### src/rtl/fp_latency_tracker.sv
// Issue/completion controller for a fixed-latency, clock-enabled FP core.
// Tracks in-flight ops with a valid/tag shift pipe and registers the result.
module fp_latency_tracker #(
    parameter int LATENCY   = 37,
    parameter int DATA_W    = 32,
    parameter int TAG_W     = 4,
    parameter bit PIPELINED = 1'b1
) (
    input  logic              clock,
    input  logic              reset_n,
    input  logic              start,
    input  logic [DATA_W-1:0] data,
    input  logic [TAG_W-1:0]  tag,
    input  logic              flush,
    output logic              core_clk_en,
    output logic [DATA_W-1:0] core_data,
    input  logic [DATA_W-1:0] core_result,
    output logic [DATA_W-1:0] result,
    output logic [TAG_W-1:0]  result_tag,
    output logic              done,
    output logic              busy,
    output logic              dropped,
    output logic [6:0]        inflight
);

    logic [LATENCY-1:0] r_v;
    logic [TAG_W-1:0]   r_tag [LATENCY];
    logic [DATA_W-1:0]  r_result;
    logic [TAG_W-1:0]   r_result_tag;
    logic               r_done;
    logic               r_dropped;
    logic [6:0]         r_inflight;

    logic w_busy;
    logic w_accept;
    logic w_en;
    logic w_last;
    logic w_capture;

    assign w_busy    = |r_v;
    assign w_accept  = start & ~flush & (PIPELINED | ~w_busy);
    assign w_en      = w_accept | w_busy;
    assign w_last    = r_v[LATENCY-1];
    // An op leaving the pipe in a flush cycle is aborted, not reported
    assign w_capture = w_last & ~flush;

    always_ff @(posedge clock or negedge reset_n) begin
        if (!reset_n) begin
            r_v <= '0;
        end else if (flush) begin
            r_v <= '0;
        end else if (w_en) begin
            r_v    <= r_v << 1;
            r_v[0] <= w_accept;
        end
    end

    always_ff @(posedge clock or negedge reset_n) begin
        if (!reset_n) begin
            for (int k = 0; k < LATENCY; k++) r_tag[k] <= '0;
        end else if (w_en) begin
            for (int k = LATENCY - 1; k > 0; k--) r_tag[k] <= r_tag[k-1];
            r_tag[0] <= tag;
        end
    end

    always_ff @(posedge clock or negedge reset_n) begin
        if (!reset_n) begin
            r_result     <= '0;
            r_result_tag <= '0;
            r_done       <= 1'b0;
            r_dropped    <= 1'b0;
            r_inflight   <= '0;
        end else begin
            r_done    <= w_capture;
            r_dropped <= start & ~w_accept & ~flush;
            if (w_capture) begin
                r_result     <= core_result;
                r_result_tag <= r_tag[LATENCY-1];
            end
            if (flush) begin
                r_inflight <= '0;
            end else begin
                r_inflight <= r_inflight + {6'd0, w_accept} - {6'd0, w_last};
            end
        end
    end

    assign core_clk_en = w_en;
    assign core_data   = data;
    assign result      = r_result;
    assign result_tag  = r_result_tag;
    assign done        = r_done;
    assign busy        = w_busy;
    assign dropped     = r_dropped;
    assign inflight    = r_inflight;

endmodule
### config.mk
export PLATFORM = sky130hd
export DESIGN_NAME = fp_latency_tracker
export DESIGN_NICKNAME = d
export VERILOG_FILES = /design/src/rtl/fp_latency_tracker.sv
export SDC_FILE = /design/constraint.sdc
export NUM_CORES = 1
export LEC_CHECK = 0
export CORE_MARGIN = 2
export CORE_UTILIZATION = 30
export CTS_CLUSTER_DIAMETER = 120
export DETAILED_ROUTE_END_ITERATION = 16
export GPL_TIMING_DRIVEN = 0
export HOLD_SLACK_MARGIN = 0.03
export MAX_ROUTING_LAYER = met4
export PLACE_DENSITY = 0.55
export SLEW_MARGIN = 20
export SYNTH_ARGS = -nofsm -noshare
export SYNTH_HDL_FRONTEND = slang
export SYNTH_SLANG_ARGS = --single-unit
export TNS_END_PERCENT = 30
### constraint.sdc
create_clock -name clock -period 5.9 [get_ports clock]
set_input_delay 1.77 -clock clock [delete_from_list [all_inputs] [get_ports clock]]
set_output_delay 1.77 -clock clock [all_outputs]
set_load 0.005 [all_outputs]
Figure 1. Supply network.
Drawn at 3 px/µm. Pins as bars on the die edge.
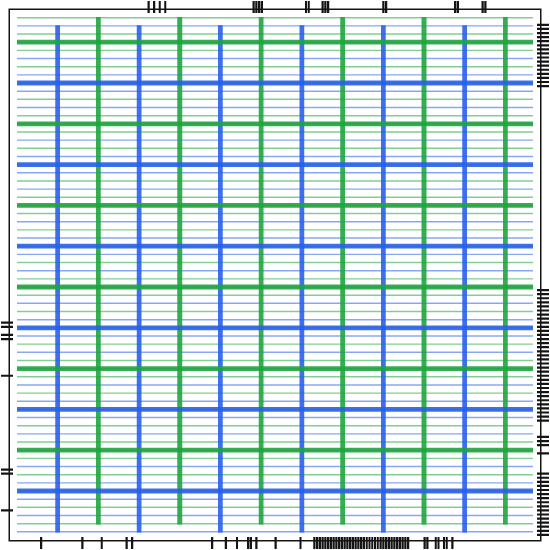
Green shows VDD. Blue shows VSS.
151 signal pins sit on the boundary. The core has 63 rows.

Figure 2. Cell sizes after repair.
Drawn at 1.5 px/µm.
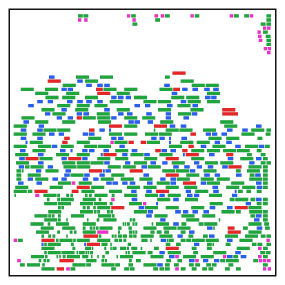
Green shows x1 and smaller, cells 463, share 62%. Red shows x6 and larger, cells 44, share 5.9%. Blue shows x2, cells 196, share 26%. Magenta shows x3 and x4, cells 38, share 5.1%.

==> PnR_summary.wiki <==
== Flow metrics ==
{| class="wikitable"
! Metric !! Value
|-
| Sink count of the clock tree || 230
|-
| Sequential fraction of total cell area || 0.502
|-
| Number of setup buffers added after CTS || 0
|-
| Clk Latency, worst-skew pair || 0.50 ns
|-
| Post-synthesis share of cell area spent on xor and xnor gates || 0.00196
|-
| Final Hold Vio Count || 0
|-
| Number of antenna diodes || 0
|-
| Top-level port count || 151
|-
| Most frequent cells in the layout || 230 x sky130_fd_sc_hd__dfrtp_1, 184 x sky130_fd_sc_hd__mux2_2, 117 x sky130_fd_sc_hd__clkdlybuf4s50_1, 41 x sky130_fd_sc_hd__nor2b_1, 35 x sky130_fd_sc_hd__buf_4
|-
| Clock distribution area overhead in the final layout || 0.0691
|-
| Clock power share || 0.333
|-
| Plain + repair buffers || 177
|-
| AND-OR/OR-AND share of the synthesized area || 0.00644
|-
| Core Area || 29500 µm²
|-
| Critical path's largest stage delay || around 0.58 ns
|-
| Global Route Usage Sum || 0.0924
|-
| Number of hold-repair buffers added at the cts stage || 0
|-
| Pleak || approximately 5.2 nW
|-
| Antenna violations before repair || 0
|-
| TritonCTS clock tree || yes
|-
| Hold path depth || 1
|-
| Logic area || 2730 µm²
|-
| Post-synthesis instance area || 8940 µm²
|-
| Share of final layout cell area taken by non-clock buffers || 0.145
|-
| Final design instance area without fill || 11500 µm²
|-
| Worst Hold Launch || r_v[29]
|-
| Area contributors post-synth || sky130_fd_sc_hd__dfrtp_1 64%, sky130_fd_sc_hd__mux2_2 23%, sky130_fd_sc_hd__buf_4 2.9%
|-
| Number of synthesis warnings || 0
|-
| Most repeated cell in the gate-level netlist after synthesis || sky130_fd_sc_hd__dfrtp_1
|-
| Tightest hold margin || slightly below 0.5 ns
|-
| Total of max-cap violations || 0
|-
| Die area || about 31000 µm²
|-
| Number of non-filler instances in the completed layout || 1131
|-
| Number of library cell types mapped by synthesis || 30
|-
| Period utilization || 0.957
|-
| Post-Route M1 WL || 6390 µm
|-
| Largest cell class by area || flip-flops and latches
|-
| Yosys top cell by area || sky130_fd_sc_hd__dfrtp_1
|-
| RSZ-0062 raised after global routing || no
|-
| Relative area change from synthesis to final layout || 28.3%
|-
| Number of global-route vias before repair || 4907
|-
| Starting utilization of the core area || 0.303
|-
| Slew Limit Fails || 0
|-
| Total length of routed wires || approximately 14000 µm
|-
| Filler Cells Inserted || 2788
|-
| Gate count after technology mapping || 577
|-
| Routed length per instance || between 10 and 15 µm
|-
| Busiest layer in global routing || met2
|-
| Fraction of the mapped netlist area in adder cells || 0.0120
|-
| Maximum number of pins on one net before global-route repair || roughly 92
|-
| Worst-path cell chain || clkdlybuf4s50_1 > nor2b_1 > nor4_4 > buf_4 > buf_4 > inv_1 > clkdlybuf4s50_1
|-
| Power Sequential || around 2.2 mW
|-
| Area after DPL || 10700 µm²
|-
| Met2 global-route usage || 0.147
|-
| Clk Tree Root Cell || sky130_fd_sc_hd__clkbuf_16
|-
| Run status || finished clean
|-
| GRT met1 Usage || 0.120
|-
| Most common library cell in the layout ignoring fill and taps || sky130_fd_sc_hd__dfrtp_1
|-
| Largest power group || registers
|}
Figure 3. Close-up of the layout.
Window x 63 to 113, y 99 to 149 µm. Cells in grey, sequential cells in the stronger grey; small squares are vias.
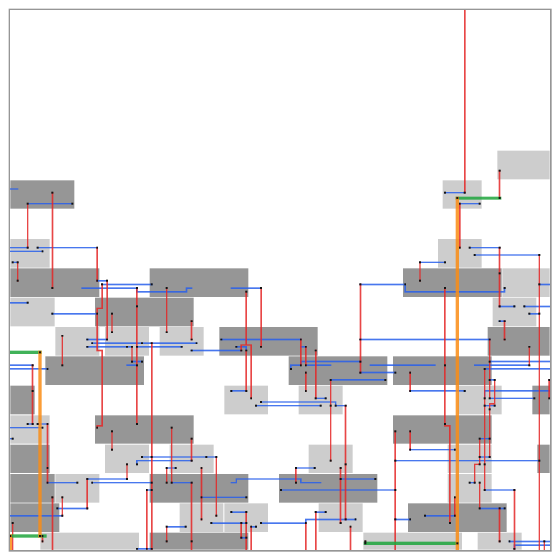
Blue shows M1. Orange shows M4. Red shows M2. Green shows M3.
42 logic cells have their middle in the window. Sequential cells in the window: 17. Netlist names of flops here include r_tag (17). Most frequent: mux2_2 (20), dfrtp_1 (17), clkbuf_16 (3).

## stage by stage
stage	util	setup slack (ns)	setup TNS, ns
global route	0.389	0.0777	0
global placement	0.360	-6.89	-1579.75
floorplan	-	1.38	0
detailed placement	0.362	-0.133	-0.133
finish	0.389	0.254	0
CTS	0.389	0.0714	0
## cells by family (layout without fill, tap and decap cells)
group	Yosys count	in the layout
AND-OR/OR-AND	9	9
XOR/XNOR	2	2
adder cells (fa/ha/maj)	8	8
buffers and inverters	68	232
flip-flops	230	230
multiplexers	184	184
other	1	1
AND/OR/NAND/NOR	75	75
## state kept, by name, indices dropped and copies added, names as in the netlist
name / flops
done: 1
dropped: 1
result_tag: 4
inflight: 7
r_v: 37
r_tag: 148
result: 32
## critical path: cells and delay by family
family / cells / cell delay [ns]
buf+inv: 5 / 1.56
simple gates: 2 / 0.55
Power and IR drop assume default switching activity.
